File: src/rtl/usb_rx_phy.sv
// USB receive front end: pad synchroniser, DPLL bit recovery, NRZI decode,
// bit-unstuffing, SYNC/EOP framing and bus-reset detection.
module usb_rx_phy #(
    parameter int OVERSAMPLE   = 4,
    parameter int RESET_CYCLES = 120
) (
    input  logic       clk,
    input  logic       reset,
    input  logic [1:0] d_i,
    input  logic       rx_en,
    output logic [1:0] line_state,
    output logic       rx_active,
    output logic       rx_valid,
    output logic [7:0] rx_data,
    output logic       rx_error,
    output logic       usb_reset
);

    localparam int PW = $clog2(OVERSAMPLE);
    localparam int CW = $clog2(RESET_CYCLES + 1);
    localparam logic [1:0]    LS_J         = 2'b10;
    localparam logic [1:0]    LS_K         = 2'b01;
    localparam logic [1:0]    LS_SE0       = 2'b00;
    localparam logic [1:0]    LS_SE1       = 2'b11;
    localparam logic [PW-1:0] SAMPLE_PHASE = PW'(OVERSAMPLE / 2 - 1);
    localparam logic [CW-1:0] RESET_MAX    = CW'(RESET_CYCLES);

    typedef enum logic [2:0] {S_IDLE, S_SYNC, S_DATA, S_EOP, S_ERROR} state_t;

    state_t        state_q, state_d;
    logic [1:0]    sync1_q, sync1_d, sync2_q, sync2_d, prev_q, prev_d;
    logic [PW-1:0] phase_q, phase_d;
    logic [CW-1:0] se0_cnt_q, se0_cnt_d;
    logic [2:0]    zero_cnt_q, zero_cnt_d, ones_cnt_q, ones_cnt_d;
    logic [2:0]    bit_cnt_q, bit_cnt_d, j_cnt_q, j_cnt_d;
    logic [7:0]    shift_q, shift_d, data_q, data_d;
    logic          valid_q, valid_d, error_q, error_d, se0_seen_q, se0_seen_d;
    logic          sample, is_j, is_k, is_se0, is_se1, is_jk, dec_bit;

    assign is_j    = (sync2_q == LS_J);
    assign is_k    = (sync2_q == LS_K);
    assign is_se0  = (sync2_q == LS_SE0);
    assign is_se1  = (sync2_q == LS_SE1);
    assign is_jk   = is_j | is_k;
    assign sample  = (phase_q == SAMPLE_PHASE);
    assign dec_bit = (sync2_q == prev_q);

    // Front end: synchroniser, DPLL phase, NRZI history and SE0 timer
    always_comb begin
        sync1_d   = d_i;
        sync2_d   = sync1_q;
        phase_d   = (sync1_q != sync2_q) ? '0 : phase_q + PW'(1);
        prev_d    = (sample && is_jk) ? sync2_q : prev_q;
        se0_cnt_d = '0;
        if (is_se0) begin
            se0_cnt_d = (se0_cnt_q == RESET_MAX) ? se0_cnt_q : se0_cnt_q + CW'(1);
        end
    end

    always_comb begin
        state_d = state_q;
        if (!rx_en) begin
            state_d = S_IDLE;
        end else if (sample) begin
            unique case (state_q)
                S_IDLE:  if (is_k) state_d = S_SYNC;
                S_SYNC: begin
                    if (!is_jk)      state_d = S_IDLE;
                    else if (dec_bit) state_d = (zero_cnt_q >= 3'd5) ? S_DATA : S_IDLE;
                end
                S_DATA: begin
                    if (is_se0)                          state_d = S_EOP;
                    else if (is_se1)                     state_d = S_ERROR;
                    else if (ones_cnt_q == 3'd6 && dec_bit) state_d = S_ERROR;
                end
                S_EOP: begin
                    if (is_j)               state_d = S_IDLE;
                    else if (is_k || is_se1) state_d = S_ERROR;
                end
                S_ERROR: if (is_j && (se0_seen_q || j_cnt_q == 3'd7)) state_d = S_IDLE;
                default: state_d = S_IDLE;
            endcase
        end
    end

    // Outputs and receive datapath
    always_comb begin
        rx_active  = (state_q == S_DATA) || (state_q == S_EOP) || (state_q == S_ERROR);
        zero_cnt_d = zero_cnt_q;
        ones_cnt_d = ones_cnt_q;
        bit_cnt_d  = bit_cnt_q;
        shift_d    = shift_q;
        data_d     = data_q;
        valid_d    = 1'b0;
        error_d    = 1'b0;
        se0_seen_d = (state_q == S_ERROR) ? se0_seen_q : 1'b0;
        j_cnt_d    = (state_q == S_ERROR) ? j_cnt_q : 3'd0;
        if (!rx_en) begin
            zero_cnt_d = '0;
            ones_cnt_d = '0;
            bit_cnt_d  = '0;
            se0_seen_d = 1'b0;
            j_cnt_d    = '0;
        end else if (sample) begin
            unique case (state_q)
                S_IDLE: if (is_k) zero_cnt_d = 3'd1;
                S_SYNC: begin
                    if (is_jk && !dec_bit && zero_cnt_q != 3'd7) zero_cnt_d = zero_cnt_q + 3'd1;
                    if (is_jk && dec_bit) begin
                        ones_cnt_d = '0;
                        bit_cnt_d  = '0;
                    end
                end
                S_DATA: begin
                    if (is_se0) begin
                        error_d   = (bit_cnt_q != 3'd0);
                        bit_cnt_d = '0;
                    end else if (is_se1) begin
                        error_d = 1'b1;
                    end else if (ones_cnt_q == 3'd6) begin
                        // stuffed bit: dropped, must be a transition
                        error_d    = dec_bit;
                        ones_cnt_d = '0;
                    end else begin
                        shift_d    = {dec_bit, shift_q[7:1]};
                        ones_cnt_d = dec_bit ? ones_cnt_q + 3'd1 : 3'd0;
                        bit_cnt_d  = bit_cnt_q + 3'd1;
                        if (bit_cnt_q == 3'd7) begin
                            data_d  = {dec_bit, shift_q[7:1]};
                            valid_d = 1'b1;
                        end
                    end
                end
                S_ERROR: begin
                    if (is_se0) begin
                        se0_seen_d = 1'b1;
                        j_cnt_d    = '0;
                    end else if (is_j) begin
                        j_cnt_d = j_cnt_q + 3'd1;
                    end else begin
                        se0_seen_d = 1'b0;
                        j_cnt_d    = '0;
                    end
                end
                default: ;
            endcase
        end
    end

    always_ff @(posedge clk or posedge reset) begin
        if (reset) begin
            state_q    <= S_IDLE;
            sync1_q    <= LS_J;
            sync2_q    <= LS_J;
            prev_q     <= LS_J;
            phase_q    <= '0;
            se0_cnt_q  <= '0;
            zero_cnt_q <= '0;
            ones_cnt_q <= '0;
            bit_cnt_q  <= '0;
            j_cnt_q    <= '0;
            shift_q    <= '0;
            data_q     <= '0;
            valid_q    <= 1'b0;
            error_q    <= 1'b0;
            se0_seen_q <= 1'b0;
        end else begin
            state_q    <= state_d;
            sync1_q    <= sync1_d;
            sync2_q    <= sync2_d;
            prev_q     <= prev_d;
            phase_q    <= phase_d;
            se0_cnt_q  <= se0_cnt_d;
            zero_cnt_q <= zero_cnt_d;
            ones_cnt_q <= ones_cnt_d;
            bit_cnt_q  <= bit_cnt_d;
            j_cnt_q    <= j_cnt_d;
            shift_q    <= shift_d;
            data_q     <= data_d;
            valid_q    <= valid_d;
            error_q    <= error_d;
            se0_seen_q <= se0_seen_d;
        end
    end

    assign line_state = sync2_q;
    assign rx_valid   = valid_q;
    assign rx_error   = error_q;
    assign rx_data    = data_q;
    assign usb_reset  = (se0_cnt_q == RESET_MAX);

endmodule
File: config.mk
export PLATFORM = sky130hd
export DESIGN_NAME = usb_rx_phy
export DESIGN_NICKNAME = d
export VERILOG_FILES = /design/src/rtl/usb_rx_phy.sv
export SDC_FILE = /design/constraint.sdc
export NUM_CORES = 1
export LEC_CHECK = 0
export ABC_AREA = 0
export CORE_ASPECT_RATIO = 0.9
export CORE_UTILIZATION = 52
export CTS_CLUSTER_SIZE = 24
export DETAILED_ROUTE_END_ITERATION = 12
export GPL_ROUTABILITY_DRIVEN = 0
export PLACE_DENSITY = 0.83
export SYNTH_ARGS = -nofsm -noshare
export SYNTH_HDL_FRONTEND = slang
export SYNTH_SLANG_ARGS = --single-unit
export TNS_END_PERCENT = 5
File: constraint.sdc
create_clock -name clk -period 2.75 [get_ports clk]
set_clock_uncertainty 0.15 [all_clocks]
set_input_delay 0.825 -clock clk [delete_from_list [all_inputs] [get_ports clk]]
set_output_delay 0.825 -clock clk [all_outputs]
set_load 0.02 [all_outputs]
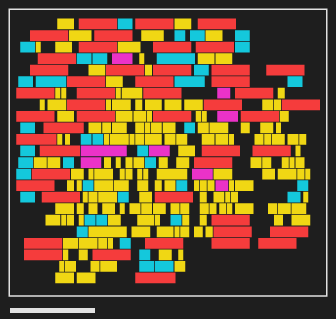
run_1/class_map.png
The bar under the picture is 20 um long.
[yellow] remaining logic cells | cells: 165
[red] sequential cells | cells: 48
[cyan] remaining buffers and delay cells | cells: 38
[magenta] clock drivers and dummy loads | cells: 8

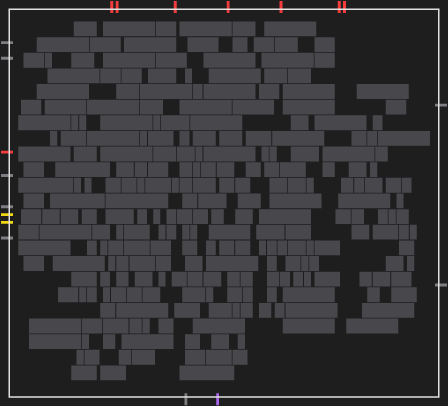
run_1/pinout.png
Pins as bars across the die edge, other pins in grey.
[red] rx_data | pins: 8 | direction: output | edge: 7 north, 1 west
[purple] rx_active | pins: 1 | direction: output | edge: south
[yellow] line_state | pins: 2 | direction: output | edge: west
Die W: 74.5 um
Die Y: 67.2 um
buffers added on ports: 18

==> flow_summary.ini, run 1 <==
; physical design summary
[finish]
dominant_cells = flip-flops and latches
n_all_inverters = 15
layout.nonclk_buf_share_pct = 12.4
nNetsFinal = 280
stdcell_count = 321
clkCellAreaFrac_pct = 3.85
comb_area_share_pct = 39.4
seq_share_pct = 39.9
nMultiInputCombCells = 150
drive_gt1_share_pct = 23.6
final_common_cell = dfrtp_1
mostFrequentLayoutCells = 44 x dfrtp_1, 20 x nand2_1, 17 x buf_4
seq_area_um2 = 1210
syn_to_final_growth_pct = 22.9
fillers = 344

[grt]
grtUsageMet2_pct = 34.3
grt-ovfl-total = 0
grt_pass1_wl_um = 7540
track_usage_pct = 20.1
gr-usage-met1_pct = 24.9
antenna_found_initial = 0
grt_busiest_layer = met2

[min_path]
hold_end = line_state[1]$_DFF_PP1_
min_path_cells = 0
hold_path.class = reg2reg

[synth]
top_cells_by_count = 45 x dfrtp_1, 20 x nand2_1, 18 x mux2_2, 17 x ha_1, 15 x inv_1
yosysMostFrequentCell = dfrtp_1
synthAoiAreaFrac_pct = 10.8
ys_seq_share_pct = 49.0
netlist_instances = 220
yosys_area_um2 = 2460
ff_type = dfrtp_1
ys_async_sr_fraction_pct = 100
synth.cell_area_um2 = 2460
ys_ff = 48
ys_types = 48
fp_nets = 242
ys_warn_count = 0
yosys.area_share.adder_pct = 8.66
mux_area_share_pct = 9.88

[final_timing]
clock.fmax_ghz = 0.367
setup_viol = 0
min_period_ns = 2.72
rsz0062_at_grt = true
drv_slew = 0
worst_pin_slew_ns = 0.444

[power_and_ir_drop]
pwr-share-clk_pct = 34.6
power.switching_mw = 0.380
power_density_nw_per_um2 = 489
power_mw = 1.48
seq_power_mw = 0.759
cell_internal_pwr_mw = 1.10
p_comb_mw = 0.206
power-top-group = registers
switching_share_pct = 25.7
p_leak_nw = 1.39

[critical_path]
start_kind = register
cpMaxStageDelayCell = dfstp_2
critPathMaxFanout = 4
arrival_ns = 2.77
path_buffers = 2
r2r-start = line_state[1]$_DFF_PP1_
rrSetupSlack_ns = 0.03
worstSetupStartpoint = line_state[1]$_DFF_PP1_
critPathTopFamily = simple AND/OR/NAND/NOR gates
reg2reg_to = rx_data[3]$_DFFE_PP0P_

[placement]
placed_area_um2 = 2810
pre_cts_ws_ns = -0.0696

[floorplan]
fp_util_pct = 54.7
fp.coreArea_um2 = 4490
nWellTaps = 62
dieArea_um2 = 5000

[clocking]
clk_path_buf_depth = 2
clk_root_buffer_cell = clkbuf_8
cts-hold-fix-buffers = 0
cts_htree_levels = 2

[route]
drt_pass1_iterations = 4
routed-wl-met3_um = 165
finalWirelength_um = 4830
met1_length_um = 2150
postRouteAntennaNets = 0
wl_met2_um = 2420
via_per_inst = 5.58

[status]
outcome = completed
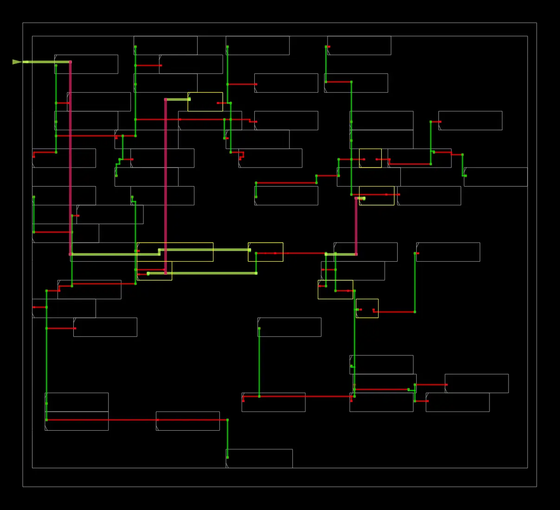
run_1/clock_nets.png
clk_lat worst skew: 0.30 ns
CTS buffer count: 5
clk pwr: 0.511 mW
CLK BUF: 5
sequential cells: 48

==> run 2: changes to the inputs <==
GPL_ROUTABILITY_DRIVEN = unset   (was 0)
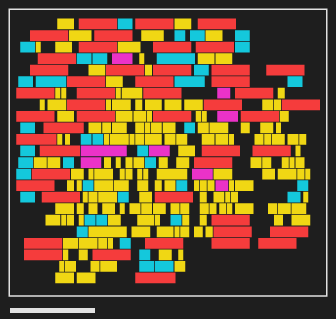
run_2/class_map.png
The bar under the picture is 20 um long.
[cyan] remaining buffers and delay cells | cells: 38
[magenta] clock drivers and dummy loads | cells: 8
[yellow] remaining logic cells | cells: 165
[red] sequential cells | cells: 48

==> flow_summary.ini, run 2 <==
; physical design summary
[status]
outcome = completed

[floorplan]
dieArea_um2 = 5000
nWellTaps = 62
die_w_um = 74.5
fp.coreArea_um2 = 4490
fp_util_pct = 54.7
die_y_um = 67.2
std_cell_rows = 23

[route]
via_per_inst = 5.58
routed-wl-met3_um = 165
finalWirelength_um = 4830
wl_met2_um = 2420
met1_length_um = 2150
postRouteAntennaNets = 0

[grt]
track_usage_pct = 20.1
grtUsageMet2_pct = 34.3
gr-usage-met1_pct = 24.9
antenna_found_initial = 0
grt_max_degree = 30
grt_busiest_layer = met2
grt_pass1_wl_um = 7540
grt-ovfl-total = 0

[synth]
ys_types = 48
fp_nets = 242
netlist_instances = 220
ys_async_sr_fraction_pct = 100
xor_share_pct = 2.49
syn_avg_cell_area_um2 = 11.2
synth.cell_area_um2 = 2460
ys_ff = 48
ff_type = dfrtp_1
simple_gate_share_pct = 15.4
ys_seq_share_pct = 49.0
ys_warn_count = 0
synthAoiAreaFrac_pct = 10.8
yosysMostFrequentCell = dfrtp_1

[final_timing]
min_period_ns = 2.72
drv_slew = 0
clock.fmax_ghz = 0.367
worst_pin_slew_ns = 0.444
rsz0062_at_grt = true
setup_viol = 0

[finish]
final_common_cell = dfrtp_1
n_all_inverters = 15
nMultiInputCombCells = 150
comb_area_share_pct = 39.4
layout.nonclk_buf_share_pct = 12.4
dominant_cells = flip-flops and latches
stdcell_count = 321
fillers = 344
num-clock-buffers = 5
antennaDiodeCount = 0
drive_gt1_share_pct = 23.6
seq_area_um2 = 1210
clkCellAreaFrac_pct = 3.85

[critical_path]
critPathMaxFanout = 4
worstSetupStartpoint = line_state[1]$_DFF_PP1_
reg2reg_to = rx_data[3]$_DFFE_PP0P_
r2r-start = line_state[1]$_DFF_PP1_
arrival_ns = 2.77
start_kind = register
cpMaxStageDelayCell = dfstp_2
path_buffers = 2
critPathTopFamily = simple AND/OR/NAND/NOR gates
rrSetupSlack_ns = 0.03
required_ns = 2.79

[power_and_ir_drop]
pg_clk_mw = 0.511
power_density_nw_per_um2 = 489
seq_power_mw = 0.759
p_leak_nw = 1.39
switching_share_pct = 25.7
power-top-group = registers
power_mw = 1.48
cell_internal_pwr_mw = 1.10
p_comb_mw = 0.206
pwr-share-clk_pct = 34.6
power.switching_mw = 0.380
p_seq_share_pct = 51.4

[min_path]
hold_end = line_state[1]$_DFF_PP1_
hold_path.class = reg2reg

[clocking]
clk_latency_ns = 0.30
cts_htree_levels = 2
clk_path_buf_depth = 2
cts-hold-fix-buffers = 0
numCtsBuffers = 5
clk_root_buffer_cell = clkbuf_8

[placement]
placed_area_um2 = 2810
pre_cts_ws_ns = -0.0696
portBuffers = 18
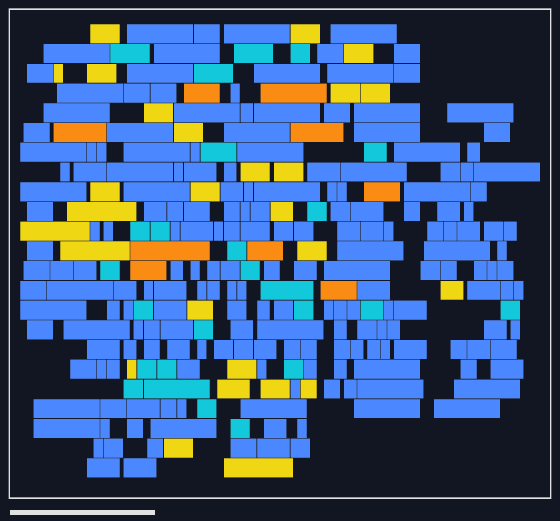
run_2/sizing.png
The bar under the picture is 20 um long.
[blue] x1 and smaller | cells: 198
[orange] x6 and larger | cells: 9
[cyan] x3 and x4 | cells: 25
[yellow] x2 | cells: 27
Final Instance Area: 3020 um^2
Area Growth Syn to Fin: 22.9%
final setup margin: 0.0262 ns
nonclk buf count: 38

run_2/clock_nets.png
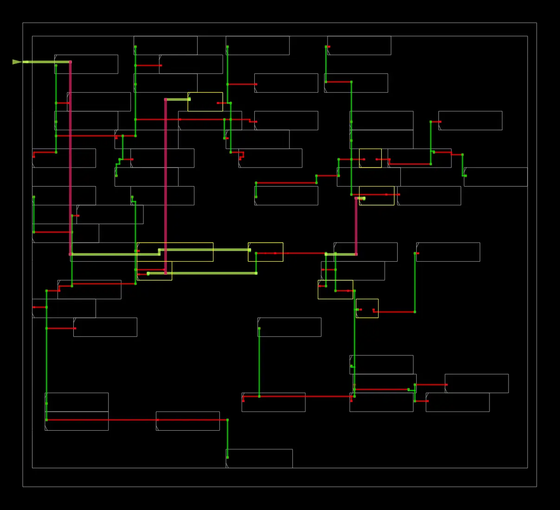

==> run 3: changes to the inputs <==
RECOVER_POWER = 100   (was unset)
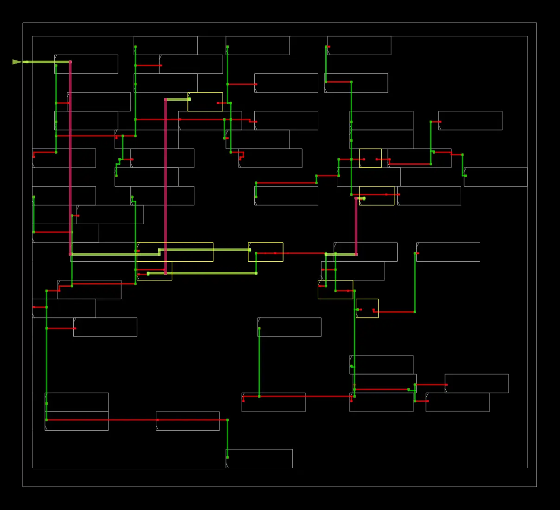
run_3/clock_nets.png
clk pwr: 0.512 mW
CTS Sinks: 48

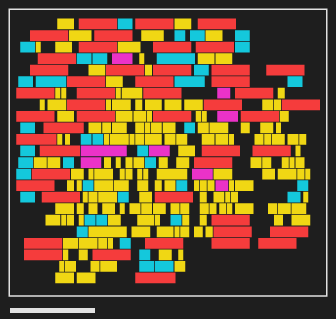
run_3/class_map.png
The bar under the picture is 20 um long.
[cyan] remaining buffers and delay cells | cells: 38
[yellow] remaining logic cells | cells: 165
[red] sequential cells | cells: 48
[magenta] clock drivers and dummy loads | cells: 8
post-layout util: 67.3%
Cell Rows: 23
core area: 4490 um^2
flop share of the area: 39.9%

==> flow_summary.ini, run 3 <==
; physical design summary
[status]
outcome = completed

[power_and_ir_drop]
seq_power_mw = 0.759
switching_share_pct = 25.8
cell_internal_pwr_mw = 1.10
power_mw = 1.48
p_leak_nw = 1.39
power.switching_mw = 0.380
p_seq_share_pct = 51.4

[finish]
antennaDiodeCount = 0
drive_gt1_share_pct = 23.6
num-clock-buffers = 5
n_all_inverters = 15
signal_buffers = 38
seq_area_um2 = 1210
syn_to_final_growth_pct = 22.9
postLayoutCellArea_um2 = 3020
layout.nonclk_buf_share_pct = 12.4
stdcell_count = 321
fillers = 344

[grt]
antenna_found_initial = 0
grt_pass1_wl_um = 7540
track_usage_pct = 20.1
gr-usage-met1_pct = 24.9
grt-ovfl-total = 0
grtUsageMet2_pct = 34.3
grt_busiest_layer = met2

[critical_path]
arrival_ns = 2.77
start_kind = register
critPathTopFamily = simple AND/OR/NAND/NOR gates
cpMaxStageDelayCell = dfstp_2
r2r-start = line_state[1]$_DFF_PP1_
reg2reg_to = rx_data[3]$_DFFE_PP0P_
critPathMaxFanout = 4
rrSetupSlack_ns = 0.03
path_buffers = 2

[synth]
yosysMostFrequentCell = dfrtp_1
ys_async_sr_fraction_pct = 100
syn_avg_cell_area_um2 = 11.2
xor_share_pct = 2.49
ff_type = dfrtp_1
simple_gate_share_pct = 15.4
ys_warn_count = 0
synthAoiAreaFrac_pct = 10.8
ys_ff = 48
synth.cell_area_um2 = 2460
ys_types = 48
netlist_instances = 220

[final_timing]
clock.fmax_ghz = 0.367
drv_slew = 0
setup_viol = 0
min_period_ns = 2.72
worst_pin_slew_ns = 0.444
rsz0062_at_grt = true

[min_path]
hold_end = line_state[1]$_DFF_PP1_

[placement]
pre_cts_ws_ns = -0.0696
placed_area_um2 = 2810

[clocking]
clk_path_buf_depth = 2
cts_htree_levels = 2
numCtsBuffers = 5
cts-hold-fix-buffers = 0
clk_root_buffer_cell = clkbuf_8
cts.repair.resized = 2

[route]
routed-wl-met3_um = 165
via_per_inst = 5.59
wl_met2_um = 2430
finalWirelength_um = 4830
met1_length_um = 2140

[floorplan]
die_w_um = 74.5
fp_util_pct = 54.7
nWellTaps = 62
dieArea_um2 = 5000
die_y_um = 67.2
Power and IR drop assume default switching activity.
